run_1/final_clocks.png
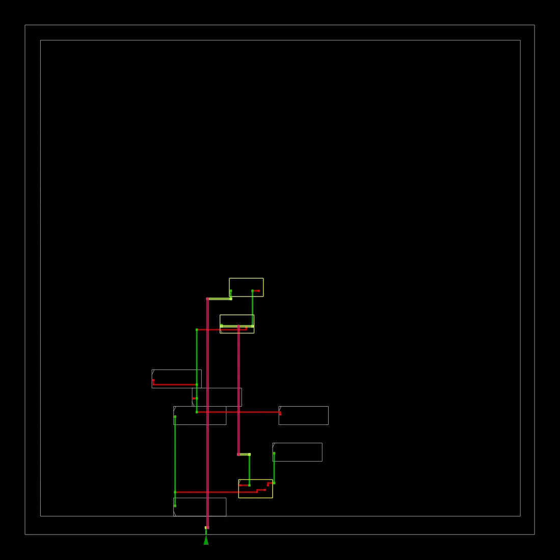
run_1/drive_strength.png
Bar = 20 µm.
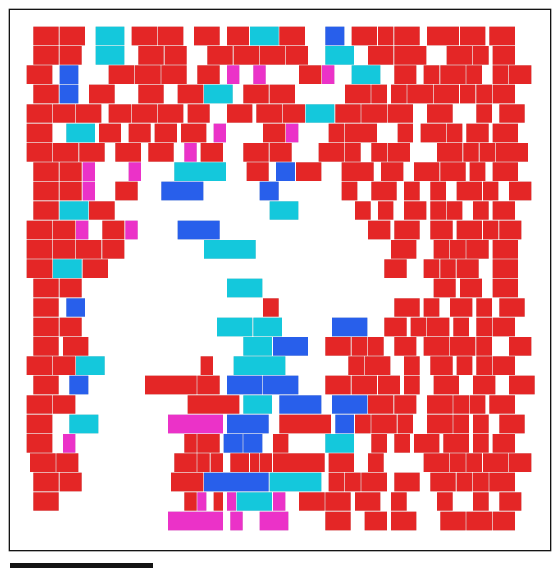
run_1/clock_map.png
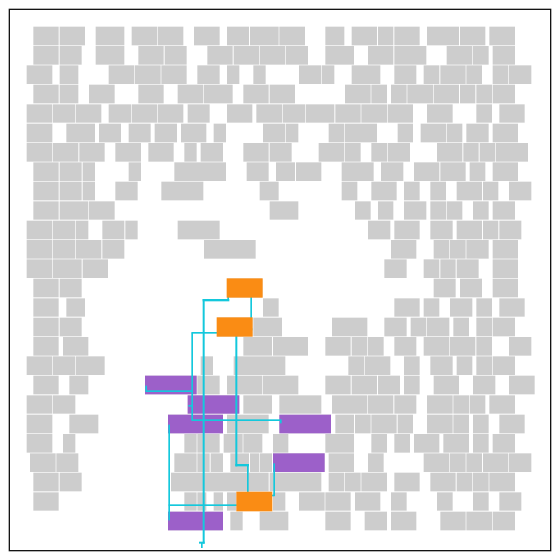
run_1/cell_classes.png
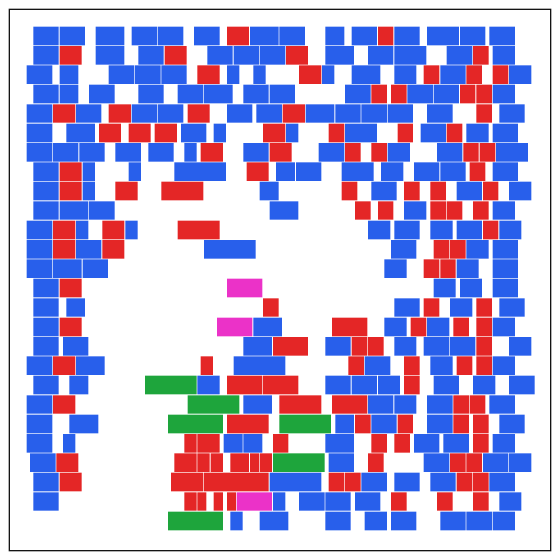
### config.mk
export PLATFORM = sky130hd
export DESIGN_NAME = imem_arbiter
export DESIGN_NICKNAME = d
export VERILOG_FILES = /design/src/rtl/imem_arbiter.sv
export SDC_FILE = /design/constraint.sdc
export NUM_CORES = 1
export LEC_CHECK = 0
export CORE_MARGIN = 2
export CORE_UTILIZATION = 20
export DETAILED_ROUTE_END_ITERATION = 10
export GPL_TIMING_DRIVEN = 0
export PLACE_DENSITY = 0.93
export REMOVE_ABC_BUFFERS = 1
export SLEW_MARGIN = 20
export SYNTH_ARGS = -nofsm -noshare
export SYNTH_HDL_FRONTEND = slang
export SYNTH_SLANG_ARGS = --single-unit
### constraint.sdc
create_clock -name clk -period 2.2 [get_ports clk]
set_input_delay 0.44 -clock clk [delete_from_list [all_inputs] [get_ports clk]]
set_output_delay 0.44 -clock clk [all_outputs]
set_load 0.02 [all_outputs]
### src/rtl/imem_arbiter.sv
`default_nettype none
// ============================================================================
// Module   : imem_arbiter
// Brief    : Two-requester arbiter for a single-port synchronous instruction
//            ROM. The CPU fetch port wins by default. A starvation counter
//            forces a grant to the auxiliary reader after STARVE_MAX
//            consecutive denials. The ROM returns data one cycle after the
//            address is presented, and that data is steered to whichever
//            requester owned the previous cycle.
// Revision : 1.0 - initial release
// ============================================================================
module imem_arbiter #(
  parameter int ADDR_W     = 30,
  parameter int DATA_W     = 32,
  parameter int STARVE_MAX = 8
) (
  input  logic              clk,
  input  logic              rst,
  input  logic              cpu_req,
  input  logic [ADDR_W-1:0] cpu_addr,
  output logic              cpu_stall,
  output logic              cpu_valid,
  output logic [DATA_W-1:0] cpu_inst,
  input  logic              aux_req,
  input  logic [ADDR_W-1:0] aux_addr,
  output logic              aux_ack,
  output logic              aux_valid,
  output logic [DATA_W-1:0] aux_data,
  output logic [ADDR_W-1:0] mem_addr,
  input  logic [DATA_W-1:0] mem_inst
);

  localparam int                 CNT_W      = $clog2(STARVE_MAX + 1);
  localparam logic [CNT_W-1:0]   C_STARVE_LIM = CNT_W'(STARVE_MAX);

  // Owner of the ROM read that is returning data in the current cycle.
  typedef enum logic [1:0] {
    ST_NONE = 2'd0,
    ST_CPU  = 2'd1,
    ST_AUX  = 2'd2
  } state_t;

  state_t           r_state;
  state_t           w_state_nxt;
  logic [CNT_W-1:0] r_starve_cnt;
  logic             w_starved;
  logic             w_grant_aux;
  logic             w_grant_cpu;

  // Grant decision: the CPU wins unless aux has been denied long enough.
  always_comb begin
    w_starved   = (r_starve_cnt == C_STARVE_LIM);
    w_grant_aux = aux_req & (~cpu_req | w_starved);
    w_grant_cpu = cpu_req & ~w_grant_aux;
  end

  // Return-owner register; a grant made while in reset is discarded.
  always_ff @(posedge clk) begin
    if (rst) begin
      r_state <= ST_NONE;
    end else begin
      r_state <= w_state_nxt;
    end
  end

  // Next owner, ROM address mux, handshakes and return-data steering.
  always_comb begin
    w_state_nxt = ST_NONE;
    mem_addr    = cpu_addr;
    cpu_stall   = 1'b0;
    aux_ack     = 1'b0;
    cpu_valid   = 1'b0;
    cpu_inst    = '0;
    aux_valid   = 1'b0;
    aux_data    = '0;

    if (w_grant_aux) begin
      w_state_nxt = ST_AUX;
    end else if (w_grant_cpu) begin
      w_state_nxt = ST_CPU;
    end

    // When idle the CPU address is still presented; the speculative read
    // is harmless because no owner will claim the returned word.
    if (rst) begin
      mem_addr = '0;
    end else begin
      if (w_grant_aux) begin
        mem_addr = aux_addr;
      end
      cpu_stall = cpu_req & w_grant_aux;
      aux_ack   = w_grant_aux;
    end

    case (r_state)
      ST_CPU: begin
        cpu_valid = 1'b1;
        cpu_inst  = mem_inst;
      end
      ST_AUX: begin
        aux_valid = 1'b1;
        aux_data  = mem_inst;
      end
      default: begin
        cpu_valid = 1'b0;
        aux_valid = 1'b0;
      end
    endcase
  end

  // Consecutive-denial counter for aux; clears on grant or abandon, saturates.
  always_ff @(posedge clk) begin
    if (rst) begin
      r_starve_cnt <= '0;
    end else if (w_grant_aux || !aux_req) begin
      r_starve_cnt <= '0;
    end else if (!w_starved) begin
      r_starve_cnt <= r_starve_cnt + 1'b1;
    end
  end

endmodule
`default_nettype wire
==> flow_metrics.tcl, run 1 <==
# flow metrics
set metrics [dict create \
    status "finished, violations left" \
    violations "setup timing" \
    worstMarginPinSlew_ps 493 \
    dp_hpwl_mm 4.63 \
    grt_use_total_pct 18.8 \
    drt_pre_antenna_iters 4 \
    path_cells "inv_2, ha_4, and4b_4, buf_12, nor3_4, buf_12, buf_4, a22o_1, buf_6" \
    use_met1_pct 20.4 \
    synth_warnings 0 \
    root_buffer "clkbuf_8" \
    ys_ff 6 \
    clkTransAtPathRegs_ps 40 \
    port_buffers 193 \
    synthDistinctLibCells 21 \
    min_to "r_starve_cnt[0]$_SDFFE_PP0P_" \
    final.setup.tns_ps -41.9 \
    avgSynthCellArea_um2 7.56 \
    r2r_cells 9 \
    ir_worst_vdd_uv 144 \
    post-place-ws_ps -1170 \
    worst_slack_ps -41.9 \
    min_from "r_starve_cnt[0]$_SDFFE_PP0P_" \
    setup_violations 1 \
    finalCriticalPeriod_ps 2240 \
    floorplan.core_util_pct 20.4 \
    crit_type "reg -> out" \
    die_area_um2 5730 \
    cp_slowest_cell "dfxtp_2" \
    wl_per_cell_um 14.9 \
    netlist_area_um2 1030 \
    hold_violations 0 \
    power.total_mw 0.840 \
    grt_pass1_vias 1660 \
    post_drt_via_cell_ratio 4.44 \
    antenna_cells 0 \
    totalWireLength_mm 6.04 \
    stdcell_count 405 \
]
About final_clocks.png:
Late-Pin Clk Latency: 230 ps
registers: 6
Num CTS Buffers: 3
clock sink count: 6
clock buffer count: 3

About drive_strength.png:
color	size	cells	share	most used
magenta	drive 2	19	5.7%	buf_2
blue	drive 3 to 4	20	6.0%	buf_4
red	drive 1 or less	272	81%	clkdlybuf4s50_1
cyan	drive 6 and up	24	7.2%	buf_6

About clock_map.png:
[cyan] clock wires | length: 150 µm
[orange] cells driving clock nets | count: 3
[purple] flip-flops | count: 6
routed clock nets	4

About cell_classes.png:
color	class	cells
blue	other buffers and delay cells	206
magenta	cells driving clock nets	3
green	flops	6
red	all other logic	120

## run 1: layout by cell type, fill, tap and decap left out, drive strengths merged
cell / count
and2: 66
nand3b: 1
clkbuf: 4
buf: 44
dfxtp: 6
clkdlybuf4s15: 2
dlymetal6s2s: 5
xor2: 1
a21oi: 3
nand3: 1
nor2b: 3
nand2: 1
a22o: 30
inv: 3
dlygate4sd2: 35
xnor2: 1
ha: 2
clkdlybuf4s50: 119
and4b: 1
nand2b: 1
nor3: 6
## run 1: worst max-delay path: cells and delay by family, from the launching register on
family / cells / cell delay, ps
DFF: 1 / 330
and+or+nand+nor: 2 / 290
buffers and inverters: 5 / 590
AOI/OAI and AO/OA: 1 / 230
adders and majority gates: 1 / 130
## run 1: power by group
part	switching, mW	leakage (nW)	internal, mW	total, mW
Combinational	0.231	1.47	0.322	0.552
Clock	0.0540	0.0216	0.118	0.172
Sequential	0.00296	0.0498	0.112	0.115
## run 1: layout make-up
class                      count  area [µm²]
timing repair buffer         206        2000
fill                         446        1880
multi-input combinational    117         906
sequential                     6         123
tap                           70        87.6
clock buffer                   3        41.3
inverter                       3        11.3
## run 1: cell families (layout without fill, tap and decap cells)
kind of cell / Yosys count / after routing / share of synthesized area [%]
AND-OR/OR-AND: 32 / 33 / 26.9
XOR/XNOR: 2 / 2 / 1.70
adder cells (fa/ha/maj): 2 / 2 / 2.43
buffers and inverters: 15 / 212 / 8.27
flip-flops: 6 / 6 / 11.7
AND/OR/NAND/NOR: 79 / 80 / 49.0
## run 1: state kept, by name (all words and copies together), names as in the netlist
| register | count |
|---|---|
| r_starve_cnt | 4 |
| r_state | 2 |
## run 1: per-stage QoR
step           utilization, %  area (µm²)
6_report                 62.8        3170
5_1_grt                  62.8        3170
4_1_cts                  62.4        3150
3_5_place_dp             59.5        3000
3_3_place_gp             59.0        2970
2_1_floorplan               -         955
## run 1: repair_timing
item                                    CTS  global route
resized                                 196            25
endpoints found under the setup margin   87            36
cloned                                    3             0
pin swaps                                 4             2
setup buffers                            12             1
## run 1: worst max-delay path by stage
stage | from | to | cells after the start
6_report | r_starve_cnt[0]$_SDFFE_PP0P_ | mem_addr[17] | 9
3_5_place_dp | aux_req | mem_addr[26] | 5
5_1_grt | r_starve_cnt[0]$_SDFFE_PP0P_ | mem_addr[17] | 9
2_1_floorplan | r_starve_cnt[0]$_SDFFE_PP0P_ | mem_addr[0] | 5
3_3_place_gp | rst | mem_addr[26] | 5
4_1_cts | r_starve_cnt[0]$_SDFFE_PP0P_ | mem_addr[17] | 9
## run 1: per-layer routing
metal	up-vias	part of all wire (%)
li1	871	-
met1	805	34
met2	115	56
met3	8	7.9
met4	0	1.6
met5	-	0
## run 1: synth_stat cells, drive strengths merged
cell type	number	area share, %
a22o	30	26
xnor2	1	0.85
clkbuf	6	2.2
nand3	1	0.49
a21oi	2	1.3
and2	66	40
nand2b	1	0.61
ha	2	2.4
dfxtp	6	12
nand3b	1	0.73
nor3	5	3.5
xor2	1	0.85
buf	6	5.0
nand2	1	0.36
and4b	1	1.3
nor2b	3	1.8
inv	3	1.1
## Run 2: what changed since run 1
--- a/config.mk
+++ b/config.mk
@@ -9,6 +9,7 @@
 export CORE_UTILIZATION = 20
 export DETAILED_ROUTE_END_ITERATION = 10
 export GPL_TIMING_DRIVEN = 0
+export HOLD_SLACK_MARGIN = 0.06
 export PLACE_DENSITY = 0.93
 export REMOVE_ABC_BUFFERS = 1
 export SLEW_MARGIN = 20
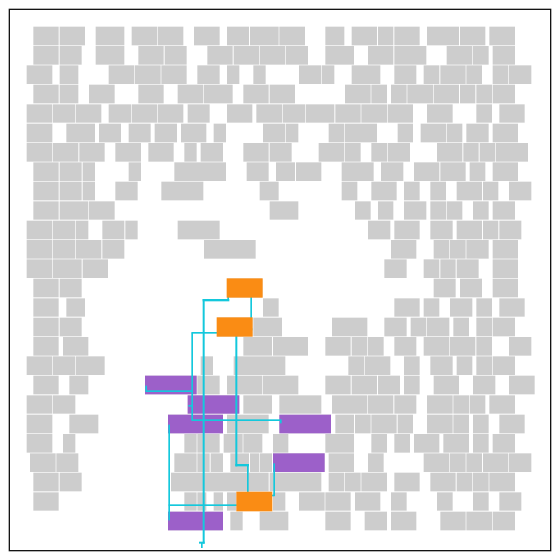
run_2/clock_map.png
[purple] flip-flops | count: 6
[orange] cells driving clock nets | count: 3
[cyan] clock wires | length: 150 µm
routed clock nets	4

==> flow_metrics.tcl, run 2 <==
# flow metrics
set metrics [dict create \
    synthDistinctLibCells 21 \
    setup_violations 1 \
    ys.flop_type "dfxtp_1" \
    yosysTopAreaCellShare_pct 40.1 \
    worst_slack_ps -41.9 \
    grt_use_total_pct 18.8 \
    top_area_cell "and2_1" \
    violations "setup timing" \
    cts_buffers 3 \
    totalWireLength_mm 6.04 \
    grt_pass1_vias 1660 \
    post_drt_via_cell_ratio 4.44 \
    edf_count 0 \
    cp_slowest_cell "dfxtp_2" \
    clock_latency_ps 230 \
    min_to "r_starve_cnt[0]$_SDFFE_PP0P_" \
    hold_violations 0 \
    common_cells "and2_1, a22o_1, clkbuf_1, dfxtp_1, nor3_1" \
    clkTransAtPathRegs_ps 40 \
    status "finished, violations left" \
    final_common_cell "clkdlybuf4s50_1" \
    post-route-util_pct 62.8 \
    regMostFlops "r_starve_cnt" \
    crit_type "reg -> out" \
    wl_per_cell_um 14.9 \
    top_regs "r_starve_cnt (4), r_state (2)" \
    synth.most_common_cell "and2_1" \
    synthArstFlopShare_pct 0 \
    path_cells "inv_2, ha_4, and4b_4, buf_12, nor3_4, buf_12, buf_4, a22o_1, buf_6" \
    final.setup.tns_ps -41.9 \
    finalCriticalPeriod_ps 2240 \
    r2r_cells 9 \
    ir_worst_vdd_uv 144 \
    ys_ff 6 \
    dp_hpwl_mm 4.63 \
    avgSynthCellArea_um2 7.56 \
    die_area_um2 5730 \
    synth_warnings 0 \
    worstMarginPinSlew_ps 493 \
    fillerInstances 446 \
    area_leaders "and2_1, a22o_1, dfxtp_1, buf_6, ha_1" \
    post-place-ws_ps -1170 \
]
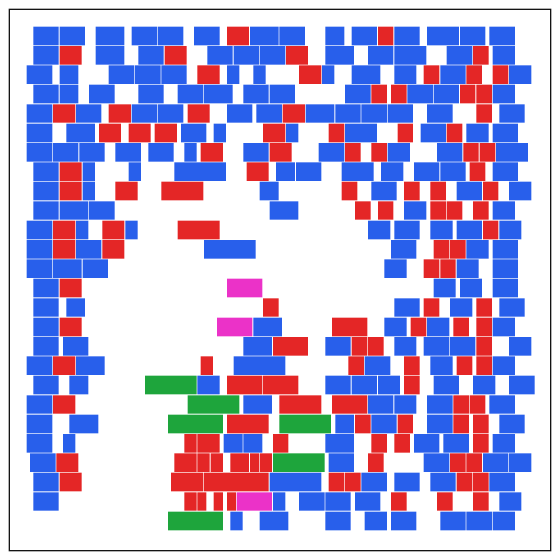
run_2/cell_classes.png
color	class	cells
green	flops	6
magenta	cells driving clock nets	3
blue	other buffers and delay cells	206
red	all other logic	120

run 2: kinds of logic (layout without fill, tap and decap cells):
family / count (synthesis) / count (layout) / share of synthesized area (%)
adders and majority gates: 2 / 2 / 2.43
xor gates and xnor gates: 2 / 2 / 1.70
buffers and inverters: 15 / 212 / 8.27
DFF: 6 / 6 / 11.7
AOI/OAI and AO/OA: 32 / 33 / 26.9
and+or+nand+nor: 79 / 80 / 49.0
run 2: worst max-delay path: cells and delay by family, from the launching register on:
kind                     cells  cell delay, ps
AND-OR/OR-AND                1             230
flip-flops                   1             330
adder cells (fa/ha/maj)      1             130
buffers and inverters        5             590
AND/OR/NAND/NOR              2             290
run 2: what timing repair did:
action | CTS | global route
hold buffers | 0 | 0
resized | 196 | 25
setup buffers | 12 | 1
pin swaps | 4 | 2
cloned | 3 | 0
endpoints found under the setup margin | 87 | 36
run 2: layer usage:
metal,vias up,wire length (µm),GRT usage (%)
met5,-,0,0
met4,0,94,6.82
met3,8,478,2.38
met2,115,3390,36.9
met1,805,2080,20.4
li1,871,-,-
run 2: worst max-delay path by stage:
stage                         endpoint  slack (ps)  cells past startpoint
after floorplan            mem_addr[0]        -100                      5
after global placement    mem_addr[26]       -1290                      5
after detailed placement  mem_addr[26]       -1170                      5
after CTS                 mem_addr[17]         -80                      9
after global routing      mem_addr[17]        -100                      9
final                     mem_addr[17]         -40                      9
run 2: stage by stage:
stage / instance area (µm²) / cells / hold WS [ps]
floorplan: 955 / 124 / 453
global placement: 2970 / 387 / 473
detailed placement: 3000 / 388 / 485
CTS: 3150 / 406 / 438
global route: 3170 / 405 / 469
finish: 3170 / 405 / 449
run 2: area by class of cell:
cell class | instances | area [µm²] | area share (%)
repair buffers | 206 | 2000 | 63.1
inverters | 3 | 11.3 | 0.356
well taps | 70 | 87.6 | 2.77
multi-input cells | 117 | 906 | 28.6
clock buffers | 3 | 41.3 | 1.30
flip-flops and latches | 6 | 123 | 3.87
run 2: where the power goes:
group | internal (mW) | total (mW) | leakage, nW | switching [mW]
logic | 0.322 | 0.552 | 1.47 | 0.231
clock network | 0.118 | 0.172 | 0.0216 | 0.0540
registers | 0.112 | 0.115 | 0.0498 | 0.00296
total | 0.552 | 0.840 | 1.54 | 0.288
Power is estimated from default activity; no workload was simulated.
